$ cat config.mk
export PLATFORM = sky130hd
export DESIGN_NAME = booth_mul_sequencer
export DESIGN_NICKNAME = d
export VERILOG_FILES = /design/src/rtl/booth_pkg.sv /design/src/rtl/booth_op_fifo.sv /design/src/rtl/booth_mul_sequencer.sv
export SDC_FILE = /design/constraint.sdc
export NUM_CORES = 1
export LEC_CHECK = 0
export CAP_MARGIN = 20
export CORE_UTILIZATION = 55
export CTS_CLUSTER_DIAMETER = 40
export DETAILED_ROUTE_END_ITERATION = 6
export GPL_TIMING_DRIVEN = 0
export PLACE_DENSITY = 0.82
export SYNTH_ARGS = -nofsm -noshare
export SYNTH_HDL_FRONTEND = slang
export SYNTH_HIERARCHICAL = 1
export SYNTH_SLANG_ARGS = --single-unit
export TNS_END_PERCENT = 1
$ cat constraint.sdc
create_clock -name clk -period 5.77 [get_ports clk]
set_input_delay 0.8655 -clock clk [delete_from_list [all_inputs] [get_ports clk]]
set_output_delay 0.8655 -clock clk [all_outputs]
set_load 0.005 [all_outputs]
$ cat src/rtl/booth_pkg.sv
// Shared widths, default latency and FSM state type for the Booth multiplier sequencer.
package booth_pkg;

    localparam int OPW            = 8;
    localparam int PRODW          = 16;
    localparam int MUL_CYCLES_DEF = 10;

    typedef enum logic [1:0] {
        S_IDLE,
        S_ISSUE,
        S_WAIT,
        S_DONE
    } seq_state_e;

endpackage

$ cat src/rtl/booth_op_fifo.sv
// Operand-pair FIFO: power-of-2 depth, pointers wrap naturally.
module booth_op_fifo #(
    parameter int W     = 16,
    parameter int DEPTH = 4
) (
    input  logic                     clk,
    input  logic                     reset,
    input  logic                     push_i,
    input  logic [W-1:0]             din_i,
    input  logic                     pop_i,
    output logic [W-1:0]             dout_o,
    output logic                     full_o,
    output logic                     empty_o,
    output logic [$clog2(DEPTH):0]   count_o
);

    localparam int AW = $clog2(DEPTH);

    logic [W-1:0]  mem_q [DEPTH];
    logic [AW-1:0] wr_q;
    logic [AW-1:0] rd_q;
    logic [AW:0]   cnt_q;
    logic          do_push;
    logic          do_pop;

    assign full_o  = (cnt_q == (AW+1)'(DEPTH));
    assign empty_o = (cnt_q == '0);
    assign do_push = push_i && !full_o;
    assign do_pop  = pop_i && !empty_o;
    assign dout_o  = mem_q[rd_q];
    assign count_o = cnt_q;

    always_ff @(posedge clk or posedge reset) begin
        if (reset) begin
            wr_q  <= '0;
            rd_q  <= '0;
            cnt_q <= '0;
        end else begin
            if (do_push) wr_q <= wr_q + 1'b1;
            if (do_pop)  rd_q <= rd_q + 1'b1;
            case ({do_push, do_pop})
                2'b10:   cnt_q <= cnt_q + 1'b1;
                2'b01:   cnt_q <= cnt_q - 1'b1;
                default: cnt_q <= cnt_q;
            endcase
        end
    end

    // Storage needs no reset; only valid entries are ever read.
    always_ff @(posedge clk) begin
        if (do_push) mem_q[wr_q] <= din_i;
    end

endmodule

$ cat src/rtl/booth_mul_sequencer.sv
// Operand sequencer for the 8x8 sequential Booth multiplier.
// Optional zero-operand shortcut: define BOOTH_SEQ_ZERO_BYPASS_EN.
module booth_mul_sequencer
    import booth_pkg::*;
#(
    parameter int FIFO_DEPTH = 4,
    parameter int MUL_CYCLES = MUL_CYCLES_DEF
) (
    input  logic             clk,
    input  logic             reset,
    input  logic             op_valid,
    output logic             op_ready,
    input  logic [OPW-1:0]   op_a,
    input  logic [OPW-1:0]   op_b,
    output logic             mul_load,
    output logic [OPW-1:0]   mul_a,
    output logic [OPW-1:0]   mul_b,
    input  logic [PRODW-1:0] mul_product,
    output logic             res_valid,
    input  logic             res_ready,
    output logic [PRODW-1:0] res_product,
    output logic             busy
);

    localparam int CW = $clog2(MUL_CYCLES + 1);
    localparam int FW = 2 * OPW;

    seq_state_e state_q, state_d;
    logic [CW-1:0]    cnt_q, cnt_d;
    logic [OPW-1:0]   mul_a_q, mul_a_d;
    logic [OPW-1:0]   mul_b_q, mul_b_d;
    logic             mul_load_q, mul_load_d;
    logic             res_valid_q, res_valid_d;
    logic [PRODW-1:0] res_product_q, res_product_d;

    logic                          take;
    logic                          fifo_full;
    logic                          fifo_empty;
    logic [$clog2(FIFO_DEPTH):0]   fifo_count;
    logic [FW-1:0]                 head;
    logic [OPW-1:0]                head_a;
    logic [OPW-1:0]                head_b;
    logic                          head_zero;

    booth_op_fifo #(
        .W     (FW),
        .DEPTH (FIFO_DEPTH)
    ) u_fifo (
        .clk     (clk),
        .reset   (reset),
        .push_i  (op_valid),
        .din_i   ({op_a, op_b}),
        .pop_i   (take),
        .dout_o  (head),
        .full_o  (fifo_full),
        .empty_o (fifo_empty),
        .count_o (fifo_count)
    );

    assign head_a = head[FW-1:OPW];
    assign head_b = head[OPW-1:0];

`ifdef BOOTH_SEQ_ZERO_BYPASS_EN
    assign head_zero = (head_a == '0) || (head_b == '0);
`else
    assign head_zero = 1'b0;
`endif

    assign op_ready    = !fifo_full;
    assign mul_load    = mul_load_q;
    assign mul_a       = mul_a_q;
    assign mul_b       = mul_b_q;
    assign res_valid   = res_valid_q;
    assign res_product = res_product_q;
    assign busy        = (state_q != S_IDLE) || (fifo_count != '0);

    always_comb begin
        state_d       = state_q;
        cnt_d         = cnt_q;
        mul_a_d       = mul_a_q;
        mul_b_d       = mul_b_q;
        mul_load_d    = 1'b0;
        res_valid_d   = res_valid_q;
        res_product_d = res_product_q;
        take          = 1'b0;

        case (state_q)
            S_IDLE: take = !fifo_empty;
            S_ISSUE: begin
                cnt_d   = '0;
                state_d = S_WAIT;
            end
            S_WAIT: begin
                cnt_d = cnt_q + 1'b1;
                if (cnt_q == CW'(MUL_CYCLES - 1)) begin
                    res_product_d = mul_product;
                    res_valid_d   = 1'b1;
                    state_d       = S_DONE;
                end
            end
            S_DONE: begin
                if (res_valid_q && res_ready) begin
                    res_valid_d = 1'b0;
                    state_d     = S_IDLE;
                    take        = !fifo_empty;
                end
            end
            default: state_d = S_IDLE;
        endcase

        // A pop always reloads the operand registers, from IDLE or DONE alike.
        if (take) begin
            mul_a_d = head_a;
            mul_b_d = head_b;
            if (head_zero) begin
                state_d       = S_DONE;
                res_valid_d   = 1'b1;
                res_product_d = '0;
            end else begin
                state_d    = S_ISSUE;
                mul_load_d = 1'b1;
            end
        end
    end

    always_ff @(posedge clk or posedge reset) begin
        if (reset) begin
            state_q       <= S_IDLE;
            cnt_q         <= '0;
            mul_a_q       <= '0;
            mul_b_q       <= '0;
            mul_load_q    <= 1'b0;
            res_valid_q   <= 1'b0;
            res_product_q <= '0;
        end else begin
            state_q       <= state_d;
            cnt_q         <= cnt_d;
            mul_a_q       <= mul_a_d;
            mul_b_q       <= mul_b_d;
            mul_load_q    <= mul_load_d;
            res_valid_q   <= res_valid_d;
            res_product_q <= res_product_d;
        end
    end

endmodule

**Clock network drawn from the DEF**

Drawn at 4 px/um.
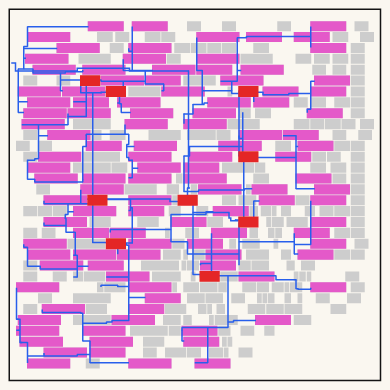
- magenta: flip-flops (count 111)
- blue: clock wires (length 1,100 um)
- red: cells driving clock nets (count 9)
- routed clock nets: 10
- flops lie: widely spread
Clock group: 0.000422 W
Worst Clk Skew: 0.00858 ns

==> summary.txt <==
Notes on the flow run.

- The flow ran to the end, and the final reports show no timing, DRC or antenna violations.
- At the pin with the least slew margin, the transition time is around 0.94 ns.
- The worst hold slack is a little over 0.5 ns, for reference.
- Per the cell usage report, the commonest logic cell in the layout is sky130_fd_sc_hd__clkdlybuf4s50_1.
- Across the run, the number of max-cap violations was 0.
- The final core utilization is between 70% and 80%, for reference.
- Counting I/O delays and the setup requirement, the final critical path takes 3.30 ns.
- Excluding fillers, the count of instances in the completed layout stands at 426.
- Per Yosys stat, the portion of area used by sequential elements is 68.9%.
- The die outline width is 92.4 um, for reference.
- The clock network takes up 3.29% of total cell area after layout.
- The post-detailed-placement cell area is 5340 um^2, for reference.
- The logic share of the area is 23.2%, for reference.
- The finished cells cover 5520 um^2.
- Clock latency on the worst-skew pair, taken at its later pin, is 0.36 ns.
- Looking at the critical path, the single cell with the biggest stage delay is sky130_fd_sc_hd__clkdlybuf4s50_1.
- Per the finish-stage timing summary, setup violations number 0.
- The area of the core region is about 7800 um^2, for reference.
- The clock tree synthesis step divided the H-tree into 3 levels.
- The number of warning messages in the yosys log is 6, for reference.
- The synthesized design contains 111 register bits.
- The summed standard-cell area reported by yosys is about 4500 um^2, for reference.
- In this run the static leakage power is 2.13 nW.
- The share of layout cells above drive strength 1 is 21.6%, for reference.
- Synthesis produced a netlist whose cell count is between 200 and 250.
- The HPWL after detailed placement is 4950 um.
- Registers take 3100 um^2.
- The hold violation total from the final report is 0, for reference.
- IR analysis of the VDD net gives a maximum drop of 267 uV.
- The count of plain and timing-repair buffers is roughly 78, for reference.
- TritonCTS built the clock tree.
- In this design, the largest share of critical-path delay is due to buffers and inverters.
- The total area of multi-input combinational cells is 1280 um^2, for reference.
- The synthesis report gives the async set-or-reset register share as 42.3%.
- According to the cell report, flip-flops and latches in the layout number 111.
- No sink is reached through more buffers than the 2 on the longest clock path.
- In this run the critical path is formed by clkdlybuf4s50_1, a31oi_1, nor3_4, buf_8, o31a_1, ha_1, inv_1, fa_1, xor2_1, nor2_1, xor2_1.
- The height of the die is 92.4 um, for reference.
- Post-synth the commonest register cell is sky130_fd_sc_hd__edfxtp_1.
- The highest clock rate this design can be run at is a little over 300 MHz.
- After detailed routing, the number of vias per cell comes to approximately 5.5.
- In this run the clock root is driven by a sky130_fd_sc_hd__clkbuf_8.
- The number of I/O port buffers is 71, for reference.
**Gate families picked out**

Drawn at 6 px/um.
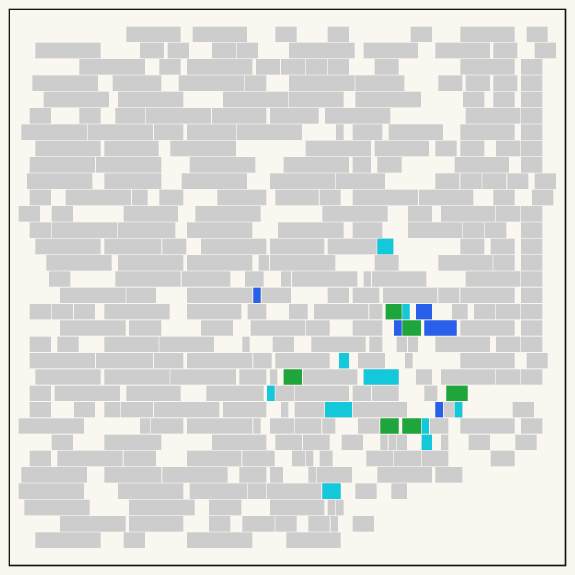
- cyan: NOR gates (cells 10; most used nor2_1)
- blue: NAND gates (cells 5; most used nand2_1; where middle right)
- green: AND-OR and OR-AND gates (cells 6; most used a211o_1)

## sequential cells by signal (all words and copies together), names as in the netlist
signal,cells
mul_b,8
state_q,2
u_fifo/count_o,3
res_product,16
mul_a,8
res_valid,1
mul_load,1
cnt_q,4
u_fifo/rd_q,2
u_fifo/mem_q,64
u_fifo/wr_q,2
## metal layers
metal	part of all wire, %	track usage [%]	vias to the layer above
li1	-	-	1062
met1	45	26.4	1184
met2	48	32.0	72
met3	5.4	4.35	9
met4	1.3	7.81	0
met5	0	0	-
## cell families after synthesis
family	share of synthesized area [%]
buf+inv	2.70
mux	18.0
xor+xnor	1.17
fa+ha+maj	3.78
simple gates	3.23
compound gates	2.31
flops	68.9
## final timing paths
| path | cells past startpoint | start | endpoint | slack, ns |
|---|---|---|---|---|
| min in group asynchronous | 2 | reset | u_fifo/wr_q[1]$_DFFE_PP0P_ | 0.78 |
| setup reg to reg | 11 | state_q[0]$_DFFE_PP0P_ | u_fifo/count_o[2]$_DFFE_PP0P_ | 2.66 |
| hold / removal | 1 | res_product[15]$_DFFE_PP0P_ | res_product[15]$_DFFE_PP0P_ | 0.51 |
| hold reg to reg | 1 | res_product[15]$_DFFE_PP0P_ | res_product[15]$_DFFE_PP0P_ | 0.51 |
| setup / recovery | 11 | res_ready | u_fifo/count_o[2]$_DFFE_PP0P_ | 2.47 |
| max in group asynchronous | 2 | reset | res_product[13]$_DFFE_PP0P_ | 4.19 |
## report_power, final
part,internal [W],switching (W),total (W)
Combinational,0.000566,0.000413,0.000979
Sequential,0.00108,0.000108,0.00119
Clock,0.000162,0.000260,0.000422
Total,0.00181,0.000781,0.00259
Power is estimated from default activity; no workload was simulated.
